Fig. 1: congestion heat map
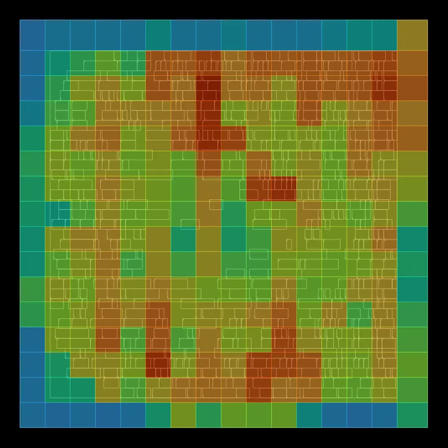
Fig. 2: cells by drive strength
The bar under the picture is 20 um long.
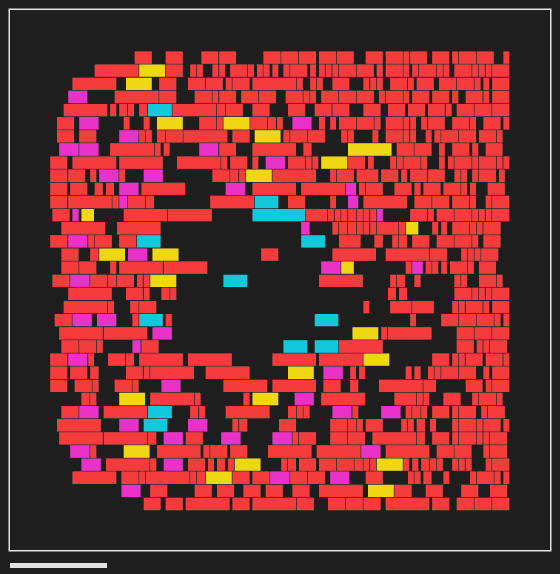
Fig. 3: met2 routing
The bar under the picture is 20 um long.
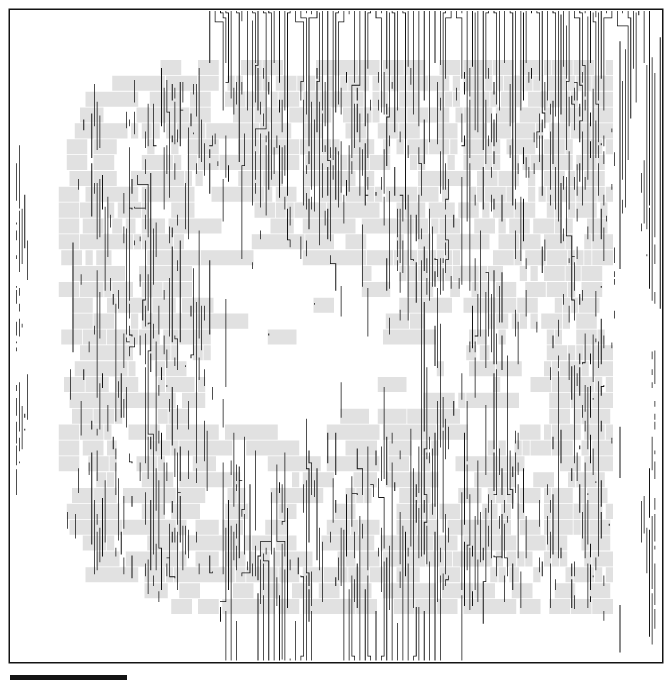
Fig. 4: layout detail
The bar under the picture is 10 um long. Window x 36 to 76, y 14 to 54 um. Cells in gray, sequential cells in the stronger gray; small squares are vias.
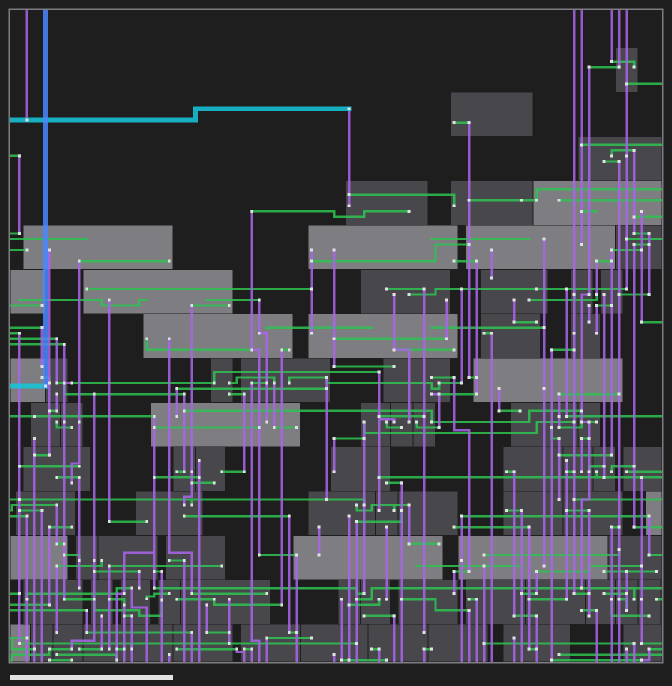
Fig. 5: metal 1
The bar under the picture is 20 um long. Supply wires on this layer in gray.
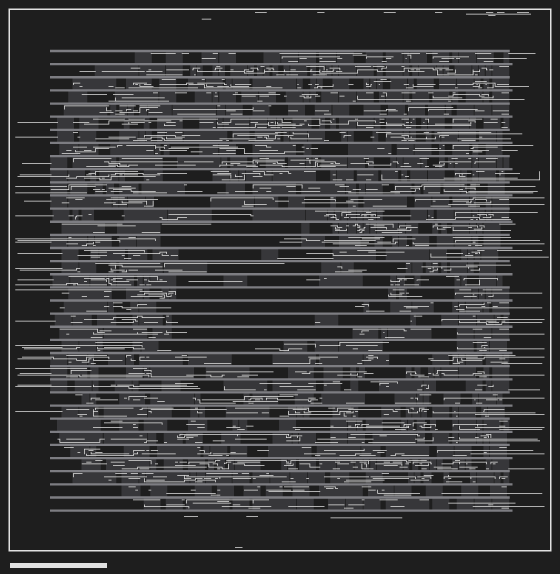
[src/rtl/mshr_refill_ctrl_pkg.sv]
// Shared constants, state encoding and address helper for the miss-handling sequencer.
// Imported by the cache, the controller and the testbench so line geometry stays in one place.
package mshr_refill_ctrl_pkg;

    localparam int ADR_WIDTH      = 32;
    localparam int DATA_WIDTH     = 32;
    localparam int WORD_OFFSET    = 2;
    localparam int BYTE_OFFSET    = 2;
    localparam int LINE_WORDS     = 1 << WORD_OFFSET;
    localparam int LINE_ADR_WIDTH = ADR_WIDTH - WORD_OFFSET - BYTE_OFFSET;

    typedef enum logic [1:0] {
        IDLE,
        WB,
        FILL,
        DONE
    } mshrState_e;

    function automatic logic [ADR_WIDTH-1:0] wordAdr(
        input logic [LINE_ADR_WIDTH-1:0] line,
        input logic [WORD_OFFSET-1:0]    word
    );
        return {line, word, {BYTE_OFFSET{1'b0}}};
    endfunction

endpackage

[src/rtl/mshr_refill_ctrl_if.sv]
// Single-port memory bus between the refill controller (master) and memory (slave).
// mem_ack qualifies one beat; mem_rdat is valid only in the ack cycle of a read.
interface mshr_refill_ctrl_if;
    import mshr_refill_ctrl_pkg::*;

    logic                  mem_req;
    logic                  mem_we;
    logic [ADR_WIDTH-1:0]  mem_adr;
    logic [DATA_WIDTH-1:0] mem_wdat;
    logic                  mem_ack;
    logic [DATA_WIDTH-1:0] mem_rdat;

    modport master (
        output mem_req, mem_we, mem_adr, mem_wdat,
        input  mem_ack, mem_rdat
    );

    modport slave (
        input  mem_req, mem_we, mem_adr, mem_wdat,
        output mem_ack, mem_rdat
    );

endinterface

[src/rtl/mshr_refill_ctrl_line_beat_counter.sv]
// Beat counter shared by the writeback and refill phases: counts acked beats and
// rotates the word index by a base offset so the refill starts at the critical word.
module line_beat_counter
    import mshr_refill_ctrl_pkg::*;
(
    input  logic                   clk,
    input  logic                   rst,
    input  logic                   clear_i,
    input  logic                   advance_i,
    input  logic [WORD_OFFSET-1:0] base_i,
    output logic [WORD_OFFSET-1:0] count_o,
    output logic [WORD_OFFSET-1:0] index_o,
    output logic                   last_o
);

    logic [WORD_OFFSET-1:0] count_q;
    logic [WORD_OFFSET-1:0] count_d;

    // The counter wraps to zero after the last beat, so a phase change needs no explicit clear.
    always_comb begin
        count_d = count_q;
        if (clear_i) begin
            count_d = '0;
        end else if (advance_i) begin
            count_d = count_q + 1'b1;
        end
    end

    always_ff @(posedge clk or posedge rst) begin
        if (rst) begin
            count_q <= '0;
        end else begin
            count_q <= count_d;
        end
    end

    assign count_o = count_q;
    assign index_o = base_i + count_q;
    assign last_o  = advance_i && (count_q == WORD_OFFSET'(LINE_WORDS - 1));

endmodule

[src/rtl/mshr_refill_ctrl.sv]
// Miss sequencer: optional dirty-victim writeback, then critical-word-first refill
// of the missing line, with a pulse for the critical word and one for line completion.
module mshr_refill_ctrl
    import mshr_refill_ctrl_pkg::*;
(
    input  logic                   clk,
    input  logic                   rst,
    input  logic                   miss_req_i,
    input  logic [ADR_WIDTH-1:0]   miss_adr_i,
    input  logic                   miss_dirty_i,
    input  logic [ADR_WIDTH-1:0]   victim_adr_i,
    output logic [WORD_OFFSET-1:0] victim_word_o,
    input  logic [DATA_WIDTH-1:0]  victim_dat_i,
    output logic                   fill_we_o,
    output logic [WORD_OFFSET-1:0] fill_word_o,
    output logic [DATA_WIDTH-1:0]  fill_dat_o,
    output logic                   crit_o,
    output logic                   miss_busy_o,
    output logic                   miss_done_o,
    mshr_refill_ctrl_if.master     mem
);

    mshrState_e                state_q;
    mshrState_e                state_d;
    logic [LINE_ADR_WIDTH-1:0] lineAdr_q;
    logic [LINE_ADR_WIDTH-1:0] victimLine_q;
    logic [WORD_OFFSET-1:0]    critWord_q;

    logic                      accept;
    logic                      beatAck;
    logic [WORD_OFFSET-1:0]    beatCount;
    logic [WORD_OFFSET-1:0]    beatIndex;
    logic                      lastBeat;
    logic                      unusedAdrBits;

    assign accept        = (state_q == IDLE) && miss_req_i;
    assign beatAck       = mem.mem_ack && ((state_q == WB) || (state_q == FILL));
    assign miss_busy_o   = (state_q != IDLE);
    assign unusedAdrBits = ^{miss_adr_i[BYTE_OFFSET-1:0],
                             victim_adr_i[WORD_OFFSET+BYTE_OFFSET-1:0]};

    line_beat_counter u_beatCounter (
        .clk       (clk),
        .rst       (rst),
        .clear_i   (state_q == IDLE),
        .advance_i (beatAck),
        .base_i    ((state_q == FILL) ? critWord_q : '0),
        .count_o   (beatCount),
        .index_o   (beatIndex),
        .last_o    (lastBeat)
    );

    always_ff @(posedge clk or posedge rst) begin
        if (rst) begin
            state_q      <= IDLE;
            lineAdr_q    <= '0;
            victimLine_q <= '0;
            critWord_q   <= '0;
        end else begin
            state_q <= state_d;
            if (accept) begin
                lineAdr_q    <= miss_adr_i[ADR_WIDTH-1 -: LINE_ADR_WIDTH];
                victimLine_q <= victim_adr_i[ADR_WIDTH-1 -: LINE_ADR_WIDTH];
                critWord_q   <= miss_adr_i[BYTE_OFFSET +: WORD_OFFSET];
            end
        end
    end

    // Fill data passes straight through from the memory ack so the cache writes it that cycle.
    always_comb begin
        state_d       = state_q;
        mem.mem_req   = 1'b0;
        mem.mem_we    = 1'b0;
        mem.mem_adr   = '0;
        mem.mem_wdat  = '0;
        victim_word_o = '0;
        fill_we_o     = 1'b0;
        fill_word_o   = '0;
        fill_dat_o    = '0;
        crit_o        = 1'b0;
        miss_done_o   = 1'b0;
        case (state_q)
            IDLE: begin
                if (miss_req_i) begin
                    state_d = miss_dirty_i ? WB : FILL;
                end
            end
            WB: begin
                mem.mem_req   = 1'b1;
                mem.mem_we    = 1'b1;
                mem.mem_adr   = wordAdr(victimLine_q, beatCount);
                mem.mem_wdat  = victim_dat_i;
                victim_word_o = beatCount;
                if (lastBeat) begin
                    state_d = FILL;
                end
            end
            FILL: begin
                mem.mem_req = 1'b1;
                mem.mem_adr = wordAdr(lineAdr_q, beatIndex);
                if (mem.mem_ack) begin
                    fill_we_o   = 1'b1;
                    fill_word_o = beatIndex;
                    fill_dat_o  = mem.mem_rdat;
                    crit_o      = (beatCount == '0);
                end
                if (lastBeat) begin
                    state_d = DONE;
                end
            end
            DONE: begin
                miss_done_o = 1'b1;
                state_d     = IDLE;
            end
            default: state_d = IDLE;
        endcase
    end

endmodule

[src/flat_wrapper.sv]
// flat-port wrapper written by rule: the top's interface ports become plain ports
module mshr_refill_ctrl_flat import mshr_refill_ctrl_pkg::*;
  (clk, rst, miss_req_i, miss_adr_i, miss_dirty_i, victim_adr_i, victim_word_o, victim_dat_i, fill_we_o, fill_word_o, fill_dat_o, crit_o, miss_busy_o, miss_done_o, mem_mem_req, mem_mem_we, mem_mem_adr, mem_mem_wdat, mem_mem_ack, mem_mem_rdat);
  mshr_refill_ctrl_if mem_i ();
  input  logic clk;
  input  logic rst;
  input  logic miss_req_i;
  input  logic [ADR_WIDTH-1:0] miss_adr_i;
  input  logic miss_dirty_i;
  input  logic [ADR_WIDTH-1:0] victim_adr_i;
  output logic [WORD_OFFSET-1:0] victim_word_o;
  input  logic [DATA_WIDTH-1:0] victim_dat_i;
  output logic fill_we_o;
  output logic [WORD_OFFSET-1:0] fill_word_o;
  output logic [DATA_WIDTH-1:0] fill_dat_o;
  output logic crit_o;
  output logic miss_busy_o;
  output logic miss_done_o;
  output wire logic [$bits(mem_i.mem_req)-1:0] mem_mem_req;
  output wire logic [$bits(mem_i.mem_we)-1:0] mem_mem_we;
  output wire logic [$bits(mem_i.mem_adr)-1:0] mem_mem_adr;
  output wire logic [$bits(mem_i.mem_wdat)-1:0] mem_mem_wdat;
  input wire logic [$bits(mem_i.mem_ack)-1:0] mem_mem_ack;
  input wire logic [$bits(mem_i.mem_rdat)-1:0] mem_mem_rdat;
  assign mem_mem_req = mem_i.mem_req;
  assign mem_mem_we = mem_i.mem_we;
  assign mem_mem_adr = mem_i.mem_adr;
  assign mem_mem_wdat = mem_i.mem_wdat;
  assign mem_i.mem_ack = mem_mem_ack;
  assign mem_i.mem_rdat = mem_mem_rdat;
  mshr_refill_ctrl u_core (.clk(clk), .rst(rst), .miss_req_i(miss_req_i), .miss_adr_i(miss_adr_i), .miss_dirty_i(miss_dirty_i), .victim_adr_i(victim_adr_i), .victim_word_o(victim_word_o), .victim_dat_i(victim_dat_i), .fill_we_o(fill_we_o), .fill_word_o(fill_word_o), .fill_dat_o(fill_dat_o), .crit_o(crit_o), .miss_busy_o(miss_busy_o), .miss_done_o(miss_done_o), .mem(mem_i));
endmodule
[config.mk]
export PLATFORM = sky130hd
export DESIGN_NAME = mshr_refill_ctrl_flat
export DESIGN_NICKNAME = d
export VERILOG_FILES = /design/src/rtl/mshr_refill_ctrl_pkg.sv /design/src/rtl/mshr_refill_ctrl_if.sv /design/src/rtl/mshr_refill_ctrl_line_beat_counter.sv /design/src/rtl/mshr_refill_ctrl.sv /design/src/flat_wrapper.sv
export SDC_FILE = /design/constraint.sdc
export NUM_CORES = 1
export LEC_CHECK = 0
export ABC_AREA = 1
export CAP_MARGIN = 20
export CORE_MARGIN = 8
export CORE_UTILIZATION = 39
export DETAILED_ROUTE_END_ITERATION = 8
export MAX_ROUTING_LAYER = met4
export PLACE_DENSITY = 0.87
export SETUP_SLACK_MARGIN = 0.15
export SLEW_MARGIN = 30
export SYNTH_ARGS = -nofsm -noshare
export SYNTH_HDL_FRONTEND = slang
export SYNTH_SLANG_ARGS = --single-unit
[constraint.sdc]
create_clock -name clk -period 5.46 [get_ports clk]
set_input_delay 1.092 -clock clk [delete_from_list [all_inputs] [get_ports clk]]
set_output_delay 1.092 -clock clk [all_outputs]
set_load 0.02 [all_outputs]
==> results.sh <==
# flow metrics
export IMPL_grt_pass1_wl_um=20000
export IMPL_cp_max_fo=33
export IMPL_ys_sh_simple_pct=16.52
export IMPL_timing_fmax_ghz=0.2517
export IMPL_tightest_slew_ps=802.2
export IMPL_synth_stat_cells=422
export IMPL_place_ws_ps=1238
export IMPL_clkPwrFrac_pct=14.2
export IMPL_yosysTopAreaCellShare_pct=43.30
export IMPL_insertion_delay_ps=340
export IMPL_cp_top_family="buffers and inverters"
export IMPL_cp_slowest_cell="clkdlybuf4s50_1"
export IMPL_arrival_ps=2880
export IMPL_comb_cells=256
export IMPL_fin_tns_setup_ps=0
export IMPL_dominant_cells="buffers"
export IMPL_grt_use_total_pct=20.59
export IMPL_portBuffers=230
export IMPL_post_dp_hpwl_um=9967
export IMPL_syn_area_um2=3583
export IMPL_hold_depth=1
export IMPL_p_clk_uw=412
export IMPL_clkCellAreaFrac_pct=3.265
export IMPL_buffer_area_share_pct=37.92
export IMPL_ys_warnings_count=0
export IMPL_fin_area_um2=6131
export IMPL_synth_area_leader_cell="dfrtp_1"
export IMPL_min_from="u_core.lineAdr_q[1]$_DFFE_PP0P_"
export IMPL_path_cells="inv_1 -> ha_1 -> buf_4 -> nand2_1 -> inv_1 -> ha_1 -> nand2_1 -> nand3_1 -> nand3_1 -> a21oi_1 -> clkdlybuf4s50_1"
export IMPL_warnings=37
export IMPL_largestRegisters="u_core.lineAdr_q (28), u_core.victimLine_q (28)"
export IMPL_slew_violations=0
export IMPL_h_tree_depth=3
export IMPL_seq_cells=62
export IMPL_cp_num_buf_inv=4
export IMPL_ctsRootBufferMaster="clkbuf_8"
export IMPL_p_comb_mw=1.67
export IMPL_drt_iter0_drc=239
export IMPL_inv_count=80
export IMPL_mostFrequentLayoutCells="230 x clkdlybuf4s50_1, 109 x nand2_1, 78 x inv_1, 62 x dfrtp_1, 38 x mux2_2"
export IMPL_tritoncts="yes"
export IMPL_status="complete, no violations"
export IMPL_rows=35
export IMPL_grt_pass1_vias=3741
export IMPL_seq_share_pct=25.31
export IMPL_p_leak_nw=2.952
export IMPL_top_cell="nand2_1"
export IMPL_die_w_um=111.9
export IMPL_r2r_start="u_core.state_q[0]$_DFFE_PP0P_"
export IMPL_cts_resized_gates=0
export IMPL_worst_slew_margin_rel_pct=46.52
export IMPL_io_pin_count=239
export IMPL_drc=0
export IMPL_ys_sh_mux_pct=20.32
export IMPL_num_clock_buffers=12
export IMPL_pwr_share_comb_pct=57.5
export IMPL_antennaDiodeCount=0
export IMPL_cpPeakStageDelay_ps=660
export IMPL_ys_seq_share_pct=43.30
export IMPL_dpl_cell_area_um2=5928
export IMPL_pg_seq_uw=823
export IMPL_netlist_instances=422
export IMPL_synth_async_reset_ratio_pct=100.0
export IMPL_ys_top_logic_family="multiplexers"
export IMPL_worstPathRequired_ps=4370
export IMPL_p_int_mw=1.738
export IMPL_grt_max_degree=65
export IMPL_min_delay_path_class="reg2reg"
export IMPL_die_y_um=111.9
export IMPL_cellPowerDensity_nw_per_um2=473.8
export IMPL_r2r_slack_ps=3050
export IMPL_worstSetupEndpointType="output pin"
export IMPL_swShare_pct=40.17
export IMPL_finalClockPeriodUsage_pct=72.78
export IMPL_ys_area_um2=3583
export IMPL_maxPowerGroup="combinational cells"
export IMPL_antenna_found_initial=0
export IMPL_fp_util_pct=39.53
export IMPL_firstDrtPassIters=4
export IMPL_peakVddDrop_mv=0.2281
export IMPL_core_um2=9065
export IMPL_power_frac_seq_pct=28.3
export IMPL_synthFlopType="dfrtp_1"
export IMPL_drtAntennaViolNets=0
export IMPL_topCellsByArea="dfrtp_1 43%, mux2_2 12%, nand2_1 12%, inv_1 8.4%, mux2_4 8.4%"
export IMPL_timing_rr_end="u_core.victimLine_q[26]$_DFFE_PP0P_"
export IMPL_dp_cells=742
export IMPL_cts_setup_buffers=0
export IMPL_comb_area_um2=1615
export IMPL_ys_sh_aoi_pct=4.749
export IMPL_regArea_um2=1551
export IMPL_power_total_mw=2.905
export IMPL_power_switching_mw=1.167
export IMPL_cts_hold_buf=0
export IMPL_grt_overflow_total=0
export IMPL_comb_share_pct=26.35
export IMPL_ys_sh_adder_pct=2.793
export IMPL_min_to="u_core.lineAdr_q[1]$_DFFE_PP0P_"
export IMPL_maxCapViolCount=0
export IMPL_final_cell_count_no_fill=758
export IMPL_cts_sinks=62
export IMPL_drt_vias_per_instance=4.627
export IMPL_setup_violations_final=0
export IMPL_nWellTaps=111
export IMPL_layout_min_cycle_time_ps=3974
export IMPL_lay_top_count="clkdlybuf4s50_1"
export IMPL_yosysUniqueCellTypes=17
export IMPL_edf_count=0
export IMPL_xor_area_share_pct=0
export IMPL_numSynthFlops=62
export IMPL_start_kind="register"
export IMPL_numCtsBuffers=9
Notes on Fig. 1 above:
M3 GR Usage: 6.169%
Finished Core Util: 67.63%

Notes on Fig. 2 above:
color	size	cells	share	most used
red	_0 and _1 cells	565	87%	clkdlybuf4s50_1
cyan	_6 and larger	12	1.9%	clkbuf_8
yellow	_3 and _4 cells	24	3.7%	mux2_4
magenta	_2 cells	46	7.1%	mux2_2
Area Growth Syn to Fin: 71.09%
Final WS setup: 1486 ps
non-clock buffer count: 233

Notes on Fig. 3 above:
share of all routed wire	52%
nets with wire on the layer	670
longest straight run	50.7 um
wire length on this layer	6540 um
main direction	vertical
Vias: 3507
met2 Track Usage GR: 36.23%
total wire length: 12620 um

Notes on Fig. 4 above:
color	layer
green	metal 1
cyan	metal 3
purple	metal 2
blue	metal 4
most frequent	nand2_1 (19), clkdlybuf4s50_1 (19), dfrtp_1 (11)
sequential cells in the window	11
cells with their middle in the window	76
netlist names of flops here include	`u_core.victimLine_q` (6), `u_core.lineAdr_q` (5)

Notes on Fig. 5 above:
nets with wire on the layer	704
wire length on this layer	5090 um
Global Route met1 Usage: 22.20%

## routing by layer
| layer | track usage (%) | share of wire, % |
|---|---|---|
| met1 | 22.20 | 40 |
| met4 | 5.105 | 1.2 |
| met5 | - | 0 |
| met3 | 6.169 | 6.7 |
| met2 | 36.23 | 52 |
## worst max-delay path by stage
stage	from	endpoint	slack, ps	cells after the start
after CTS	mem_mem_ack	fill_dat_o[21]	1230	4
final	u_core.state_q[0]$_DFFE_PP0P_	mem_mem_adr[3]	1490	11
after floorplan	u_core.state_q[0]$_DFFE_PP0P_	mem_mem_adr[3]	2490	11
after global placement	mem_mem_ack	fill_dat_o[31]	1320	4
after global routing	u_core.state_q[0]$_DFFE_PP0P_	mem_mem_adr[3]	1280	11
after detailed placement	mem_mem_ack	fill_dat_o[21]	1240	4
